### src/rtl/fir_filter_param.sv
// Parametrised signed streaming FIR: delay line, registered products, registered sum,
// then optional integration, round-half-up scaling and saturation to DATA_W.
module fir_filter_param #(
  parameter int DATA_W    = 8,
  parameter int COEF_W    = 8,
  parameter int TAPS      = 4,
  parameter int OUT_SHIFT = 6,
  parameter int ACC_EXT   = 8,
  localparam int ADDR_W   = (TAPS > 1) ? $clog2(TAPS) : 1
) (
  input  logic              clk,
  input  logic              rst_n,
  input  logic              in_valid,
  input  logic [DATA_W-1:0] in_data,
  input  logic              coef_we,
  input  logic [ADDR_W-1:0] coef_addr,
  input  logic [COEF_W-1:0] coef_data,
  input  logic              mode,
  input  logic              acc_clr,
  output logic              out_valid,
  output logic [DATA_W-1:0] out_data,
  output logic              out_sat
);

  localparam int P_W = DATA_W + COEF_W;
  localparam int S_W = P_W + $clog2(TAPS);
  localparam int A_W = S_W + ACC_EXT;
  // One extra bit so adding the rounding constant can never wrap.
  localparam int R_W = A_W + 1;

  localparam logic signed [R_W-1:0]    ROUND = R_W'(1) << (OUT_SHIFT - 1);
  localparam logic signed [DATA_W-1:0] MAX_D = {1'b0, {(DATA_W-1){1'b1}}};
  localparam logic signed [DATA_W-1:0] MIN_D = {1'b1, {(DATA_W-1){1'b0}}};
  localparam logic signed [R_W-1:0]    MAX_R = R_W'(MAX_D);
  localparam logic signed [R_W-1:0]    MIN_R = R_W'(MIN_D);

  logic signed [DATA_W-1:0] x [TAPS];
  logic signed [COEF_W-1:0] h [TAPS];
  logic signed [P_W-1:0]    p [TAPS];
  logic signed [S_W-1:0]    sum;
  logic signed [S_W-1:0]    sum_comb;
  logic signed [A_W-1:0]    acc;
  logic signed [A_W-1:0]    acc_next;
  logic signed [A_W-1:0]    v;
  logic signed [R_W-1:0]    r;
  logic signed [DATA_W-1:0] y;
  logic                     sat;
  logic                     valid_x;
  logic                     valid_p;
  logic                     valid_s;

  always_comb begin
    sum_comb = '0;
    for (int k = 0; k < TAPS; k++) begin
      sum_comb = sum_comb + S_W'(p[k]);
    end
  end

  // Clear wins over integration but still loads the current sum; an idle clear zeroes acc.
  always_comb begin
    acc_next = acc;
    v        = A_W'(sum);
    if (valid_s) begin
      if (acc_clr) begin
        acc_next = A_W'(sum);
      end else if (mode) begin
        acc_next = acc + A_W'(sum);
      end
      if (mode) begin
        v = acc_next;
      end
    end else if (acc_clr) begin
      acc_next = '0;
    end
  end

  always_comb begin
    r   = (R_W'(v) + ROUND) >>> OUT_SHIFT;
    y   = r[DATA_W-1:0];
    sat = 1'b0;
    if (r > MAX_R) begin
      y   = MAX_D;
      sat = 1'b1;
    end else if (r < MIN_R) begin
      y   = MIN_D;
      sat = 1'b1;
    end
  end

  always_ff @(posedge clk) begin
    if (!rst_n) begin
      for (int k = 0; k < TAPS; k++) begin
        x[k] <= '0;
        h[k] <= '0;
        p[k] <= '0;
      end
      sum       <= '0;
      acc       <= '0;
      valid_x   <= 1'b0;
      valid_p   <= 1'b0;
      valid_s   <= 1'b0;
      out_valid <= 1'b0;
      out_data  <= '0;
      out_sat   <= 1'b0;
    end else begin
      if (in_valid) begin
        x[0] <= in_data;
        for (int k = 1; k < TAPS; k++) begin
          x[k] <= x[k-1];
        end
      end
      if (coef_we && (int'(coef_addr) < TAPS)) begin
        h[coef_addr] <= coef_data;
      end
      for (int k = 0; k < TAPS; k++) begin
        p[k] <= P_W'(x[k]) * P_W'(h[k]);
      end
      sum       <= sum_comb;
      acc       <= acc_next;
      valid_x   <= in_valid;
      valid_p   <= valid_x;
      valid_s   <= valid_p;
      out_valid <= valid_s;
      out_sat   <= valid_s & sat;
      if (valid_s) begin
        out_data <= y;
      end
    end
  end

endmodule

### config.mk
export PLATFORM = sky130hd
export DESIGN_NAME = fir_filter_param
export DESIGN_NICKNAME = d
export VERILOG_FILES = /design/src/rtl/fir_filter_param.sv
export SDC_FILE = /design/constraint.sdc
export NUM_CORES = 1
export LEC_CHECK = 0
export CORE_MARGIN = 10
export CORE_UTILIZATION = 45
export CTS_BUF_LIST = sky130_fd_sc_hd__clkbuf_4 sky130_fd_sc_hd__clkbuf_8
export CTS_CLUSTER_SIZE = 40
export DETAILED_ROUTE_END_ITERATION = 8
export GPL_ROUTABILITY_DRIVEN = 0
export GPL_TIMING_DRIVEN = 0
export PLACE_DENSITY = 0.65
export SYNTH_ARGS = -nofsm -noshare
export SYNTH_HDL_FRONTEND = slang
export SYNTH_SLANG_ARGS = --single-unit
### constraint.sdc
create_clock -name clk -period 12.1 [get_ports clk]
set_clock_uncertainty 0.1 [all_clocks]
set_input_delay 3.025 -clock clk [delete_from_list [all_inputs] [get_ports clk]]
set_output_delay 3.025 -clock clk [all_outputs]
set_load 0.05 [all_outputs]
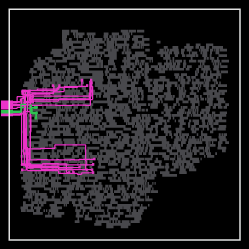
*Nets reached from selected ports, run 1*
(1 px per micron)
legend:
  green:
    port: coef_addr
    bits: 2
    direction: input
    edge: left
    end_cells: 6
    buffers: 2
    wire: 91.5 microns
  magenta:
    port: coef_data
    bits: 8
    direction: input
    edge: left
    end_cells: 32
    buffers: 8
    wire: 1790 microns
quantity of I/O buffers inserted on ports: 30
ports placed on the boundary: 34

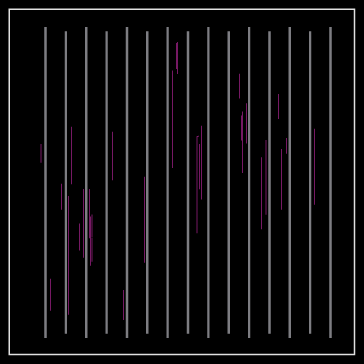
*Metal 4, run 1*
(1.5 px per micron) Supply wires on this layer in gray.
share of all routed wire: 2.1%
wire length on this layer: 996 microns
vias after detailed routing: 14400
routed wire length: 47.8 mm

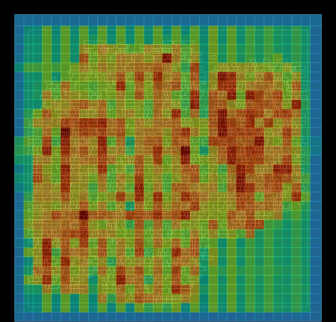
*Track usage over the die, run 1*
Top Usage Layer GRT: met2
fraction of met2 tracks used by global routing: 31.9%
global router's overall resource usage: 18.7%
final core utilization: 49.0%

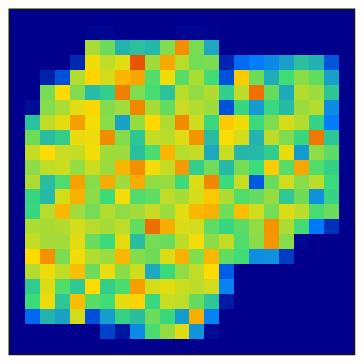
*Placement density heat map, run 1*
(1.5 px per micron) The die is cut into 23 by 23 equal tiles; dark blue is low, red is high, 0 to 100% covered.
emptiest ninth of the die: bottom right
nearly empty tiles: 33%
densest ninth of the die: middle
fullest tile: 90%
tiles over 75% full: 9.5%
FP Core Util: 45.6%
area of the placeable core: 0.0432 sq mm

## run 1: metrics by stage
stage | utilization [%] | setup WS [ns] | hold WS (ns) | cells
floorplan | - | 5.90 | 0.312 | 2046
global placement | 48.0 | 4.76 | 0.323 | 2661
detailed placement | 48.0 | 4.76 | 0.334 | 2661
CTS | 49.0 | 5.29 | 0.360 | 2693
global route | 49.0 | 5.03 | 0.370 | 2693
finish | 49.0 | 5.25 | 0.354 | 2693
## run 1: final timing paths
kind,startpoint,to,slack [ns],cells after the start
setup / recovery,acc_clr,out_data[4],5.25,15
hold / removal,valid_p,valid_s,0.35,1
setup reg to reg,x[0][7],p[0][15],6.72,21
hold reg to reg,valid_p,valid_s,0.35,1
==> results.txt, run 1 <==
The full implementation flow was run.

The final critical-path required period stands at 6.85 ns. The mapped netlist covers 0.0197 sq mm. For reference, the critical path cell chain is buf_2 > buf_1 > buf_1 > a21oi_1 > o21ai_0 > ha_1 > nand2b_1 > a221oi_4 > and3_1 > buf_2 > nand3_1 > xor2_1 > o41ai_4 > and3_1 > nor3_1.

The layout buffering overhead excluding clock cells stands at 2.61%. Sorting the Yosys area breakdown by cell type puts at the top sky130_fd_sc_hd__fa_1. The highest supply drop recorded on VDD is 0.146 mV. The number of filler cells placed in the layout stands at 4079. The number of vias per cell stands at 5.36. The multi-input combinational area share stands at 66.7%. The detailed-placement wirelength estimate stands at 39.3 mm.

The detailed-routed wire length on met2 stands at 23.3 mm. Ranking logic cells in the layout by count gives the top entries 268 x sky130_fd_sc_hd__inv_1, 254 x sky130_fd_sc_hd__fa_1, 240 x sky130_fd_sc_hd__and2_1. The die extent in y stands at 229 microns. The run finished with clean final reports. Data on the critical path arrives at its endpoint at 7.12 ns. The total placed instance area stands at 0.0207 sq mm. Counting the clock-network buffers in the layout gives 17.

In the final routing, the length of wire on met1 measures 20.6 mm. The area reported by Yosys stat stands at 0.0197 sq mm. The buffer depth of the longest clock path stands at 2. The slew at the pin closest to its max-slew limit stands at 1.07 ns. By area, multi-input combinational cells come first.
==> run 2, diff against run 1 <==
==> constraint.sdc (replaced) <==
create_clock -name clk -period 6.9 [get_ports clk]
set_clock_uncertainty 0.1 [all_clocks]
set_input_delay 1.725 -clock clk [delete_from_list [all_inputs] [get_ports clk]]
set_output_delay 1.725 -clock clk [all_outputs]
set_load 0.05 [all_outputs]
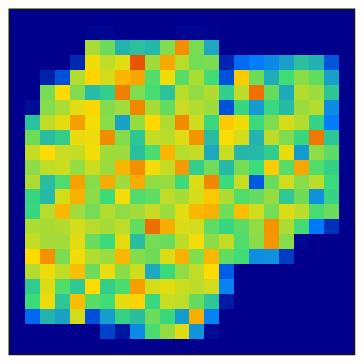
*Placement density heat map, run 2*
(1.5 px per micron) The die is cut into 23 by 23 equal tiles; dark blue is low, red is high, 0 to 100% covered.
nearly empty tiles: 33%
densest ninth of the die: middle
emptiest ninth of the die: bottom right
fullest tile: 90%

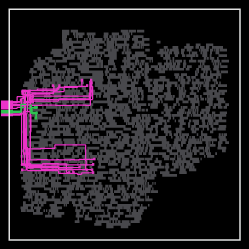
*Nets reached from selected ports, run 2*
(1 px per micron)
legend:
  green:
    port: coef_addr
    bits: 2
    direction: input
    edge: left
    end_cells: 6
    buffers: 2
    wire: 91.5 microns
  magenta:
    port: coef_data
    bits: 8
    direction: input
    edge: left
    end_cells: 32
    buffers: 8
    wire: 1790 microns

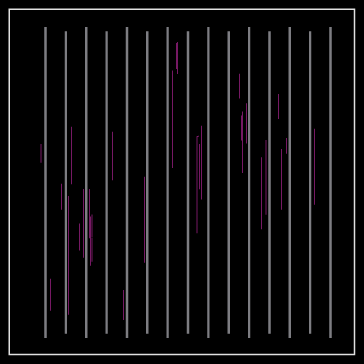
*Metal 4, run 2*
(1.5 px per micron) Supply wires on this layer in gray.
share of all routed wire: 2.1%
wire length on this layer: 996 microns
nets with wire on the layer: 26
longest straight run: 78.9 microns
main direction: vertical

==> results.txt, run 2 <==
The full implementation flow was run.

Looking at the area split, the leading class of cells is multi-input combinational cells. The well-tap cell count stands at 585. The global router's overall resource usage stands at 18.7% (unchanged). The count of input and output buffers stands at 30 (unchanged). After routing the design area is 0.0211 sq mm. The layout buffering overhead excluding clock cells stands at 2.61% (unchanged).

The multi-input combinational area share is 66.7% (unchanged). Per the GRT log, the top usage layer is met2. The share of the core filled by cells before placement stands at 45.6% (unchanged). The endpoint arrival time on the critical path is 5.82 ns (-1.30 ns). The buffer depth of the longest clock path was 2 (unchanged). The worst vdd rail ir drop was 0.255 mV (+75%). The area reported by Yosys stat stands at 0.0197 sq mm (unchanged). Ranking logic cells in the layout by count gives the top entries 268 x sky130_fd_sc_hd__inv_1, 254 x sky130_fd_sc_hd__fa_1, 240 x sky130_fd_sc_hd__and2_1. Sorting the Yosys area breakdown by cell type puts at the top sky130_fd_sc_hd__fa_1. The area of the mapped netlist stands at 0.0197 sq mm (unchanged). The pre-CTS setup slack stands at 0.857 ns (-3.90 ns).

The wire length on met1 was 20.6 mm (unchanged). The share of synthesized cell area in and-or and or-and compound cells stands at 11.2%. The via count of the first global-routing pass stands at 14800. The number of cells in the design after placement stands at 2661 (unchanged).

The flow ran to the end, and the final reports show no timing, DRC or antenna violations. The placeable core area stands at 0.0432 sq mm (unchanged). The post-route antenna net violation count stands at 0.

The die extent in y stands at 229 microns (unchanged). The utilization after layout stands at 49.0% (unchanged). The number of vias after detailed routing is 14400 (unchanged). The clock period could shrink to 5.55 ns.

The number of vias per cell stands at 5.36 (unchanged). The filler-free cell count of the finished design stands at 2693 (unchanged). The final-layout clock buffer total is 17 (unchanged). The detailed-placement wirelength estimate stands at 39.3 mm (unchanged). The post-route worst setup slack stands at 1.35 ns (-3.90 ns).

The number of filler cells placed in the layout stands at 4079 (unchanged). The number of I/O pins was 34 (unchanged). The routed wire length stands at 47.8 mm (unchanged). The total placed instance area stands at 0.0207 sq mm (unchanged). The worst hold margin is 0.354 ns (unchanged).

After synthesis, the cell types taking the most area are sky130_fd_sc_hd__fa_1 26%, sky130_fd_sc_hd__dfxtp_1 12%, sky130_fd_sc_hd__ha_1 10%. The met2 usage in global routing came to 31.9% (unchanged).
run 2: kinds of logic (layout without fill, tap and decap cells):
| group | Yosys count | in the layout |
|---|---|---|
| simple gates | 690 | 690 |
| fa+ha+maj | 413 | 413 |
| buf+inv | 330 | 392 |
| compound gates | 316 | 316 |
| flops | 185 | 185 |
| xor+xnor | 100 | 100 |
| mux | 12 | 12 |
run 2: final timing paths:
path	from	endpoint	slack, ns	depth (start not counted)
setup / recovery	acc_clr	out_data[4]	1.35	15
hold / removal	valid_p	valid_s	0.35	1
hold reg to reg	valid_p	valid_s	0.35	1
setup reg to reg	x[0][7]	p[0][15]	1.52	21
run 2: report_power, final:
part	leakage, uW	internal (uW)	switching, uW	total, uW
Sequential	0.00166	1340	206	1540
Clock	0.000208	278	461	738
Combinational	0.00786	1820	2270	4090
Total	0.00973	3430	2940	6370
==> run 3, diff against run 2 <==
--- a/config.mk
+++ b/config.mk
@@ -12,7 +12,7 @@
 export DETAILED_ROUTE_END_ITERATION = 8
 export GPL_ROUTABILITY_DRIVEN = 0
 export GPL_TIMING_DRIVEN = 0
-export PLACE_DENSITY = 0.65
+export PLACE_DENSITY = 0.67
 export SYNTH_ARGS = -nofsm -noshare
 export SYNTH_HDL_FRONTEND = slang
 export SYNTH_SLANG_ARGS = --single-unit
==> constraint.sdc (replaced) <==
create_clock -name clk -period 4.9 [get_ports clk]
set_clock_uncertainty 0.1 [all_clocks]
set_input_delay 1.225 -clock clk [delete_from_list [all_inputs] [get_ports clk]]
set_output_delay 1.225 -clock clk [all_outputs]
set_load 0.05 [all_outputs]
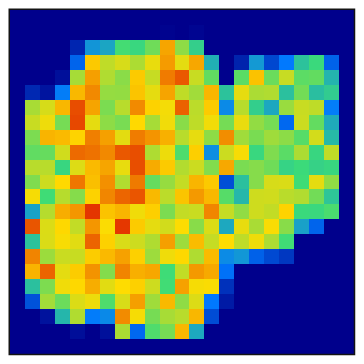
*Placement density heat map, run 3*
(1.5 px per micron) The die is cut into 23 by 23 equal tiles; dark blue is low, red is high, 0 to 100% covered.
densest ninth of the die: middle
nearly empty tiles: 34%
emptiest ninth of the die: bottom right
tiles over 75% full: 19%
fullest tile: 94%
final core utilization: 52.4%

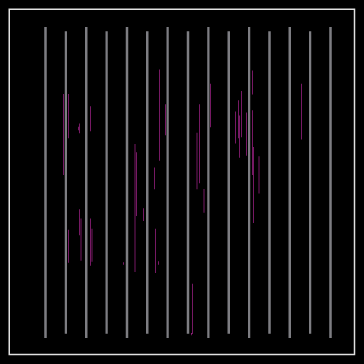
*Metal 4, run 3*
(1.5 px per micron) Supply wires on this layer in gray.
nets with wire on the layer: 28
wire length on this layer: 962 microns
vias after detailed routing: 15000
routed wire length: 51.0 mm

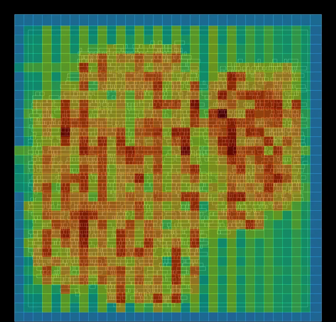
*Track usage over the die, run 3*
met3 Track Usage GR: 3.52%
GR Layer Usage met1: 24.3%
global router's overall resource usage: 19.2%
fraction of met2 tracks used by global routing: 33.5%
wire per inst: 18.2 microns

==> results.txt, run 3 <==
The full implementation flow was run.

The post-route antenna net violation count came to 0 (unchanged). The post-route worst setup slack came to -0.0265 ns (-1.38 ns). The power dissipated in sequential cells stands at 2150 uW (+40%).

The cell-internal power came to 5290 uW (+54%). The design area stands at 0.0226 sq mm (+7.1%). The run finished, with violations left. Ranked by power, first place goes to combinational cells.

The area reported by Yosys stat stands at 0.0197 sq mm (unchanged). Setup violations remaining at the end of the flow were counted as 1. The multi-input combinational area share stands at 64.7% (-2.0 points). The worst hold path depth is 1 (unchanged). The filler-free cell count of the finished design was 2806 (+4.2%). The number of I/O pins stands at 34 (unchanged). The length in cells of the worst reg-to-reg path came to 21 (unchanged). The share of the core filled by cells before placement stands at 45.6% (unchanged). Per the cell usage report, the commonest logic cells after layout are 254 x sky130_fd_sc_hd__inv_1, 245 x sky130_fd_sc_hd__fa_1, 220 x sky130_fd_sc_hd__and2_1. The total placed instance area came to 0.0207 sq mm (unchanged).

The via count of the first global-routing pass stands at 15600 (+5.4%). The checks that failed: setup timing. The worst vdd rail ir drop was 0.298 mV (+17%).

The power attributed to combinational cells stands at 6480 uW (+58%). The share of synthesized cell area in and-or and or-and compound cells stands at 11.2% (unchanged).
## run 3: how the worst max path moves through the flow
| stage | from | to | slack, ns | cells after the start |
|---|---|---|---|---|
| 2_1_floorplan | x[0][7] | p[0][15] | 0.29 | 21 |
| 3_3_place_gp | acc_clr | out_data[4] | -0.60 | 15 |
| 3_5_place_dp | acc_clr | out_data[2] | -0.70 | 15 |
| 4_1_cts | h[0][1] | p[0][15] | -0.07 | 21 |
| 5_1_grt | x[0][3] | p[0][15] | -0.21 | 21 |
| 6_report | x[0][4] | p[0][15] | -0.03 | 21 |
## run 3: per-layer routing
layer	track usage, %	routed length (microns)	up-vias
met3	3.52	2820	72
li1	-	-	7094
met2	33.5	25500	399
met1	24.3	21700	7457
met4	4.26	962	4
met5	0	31	-
No activity file was given, so power comes from the tool's default toggle rates.
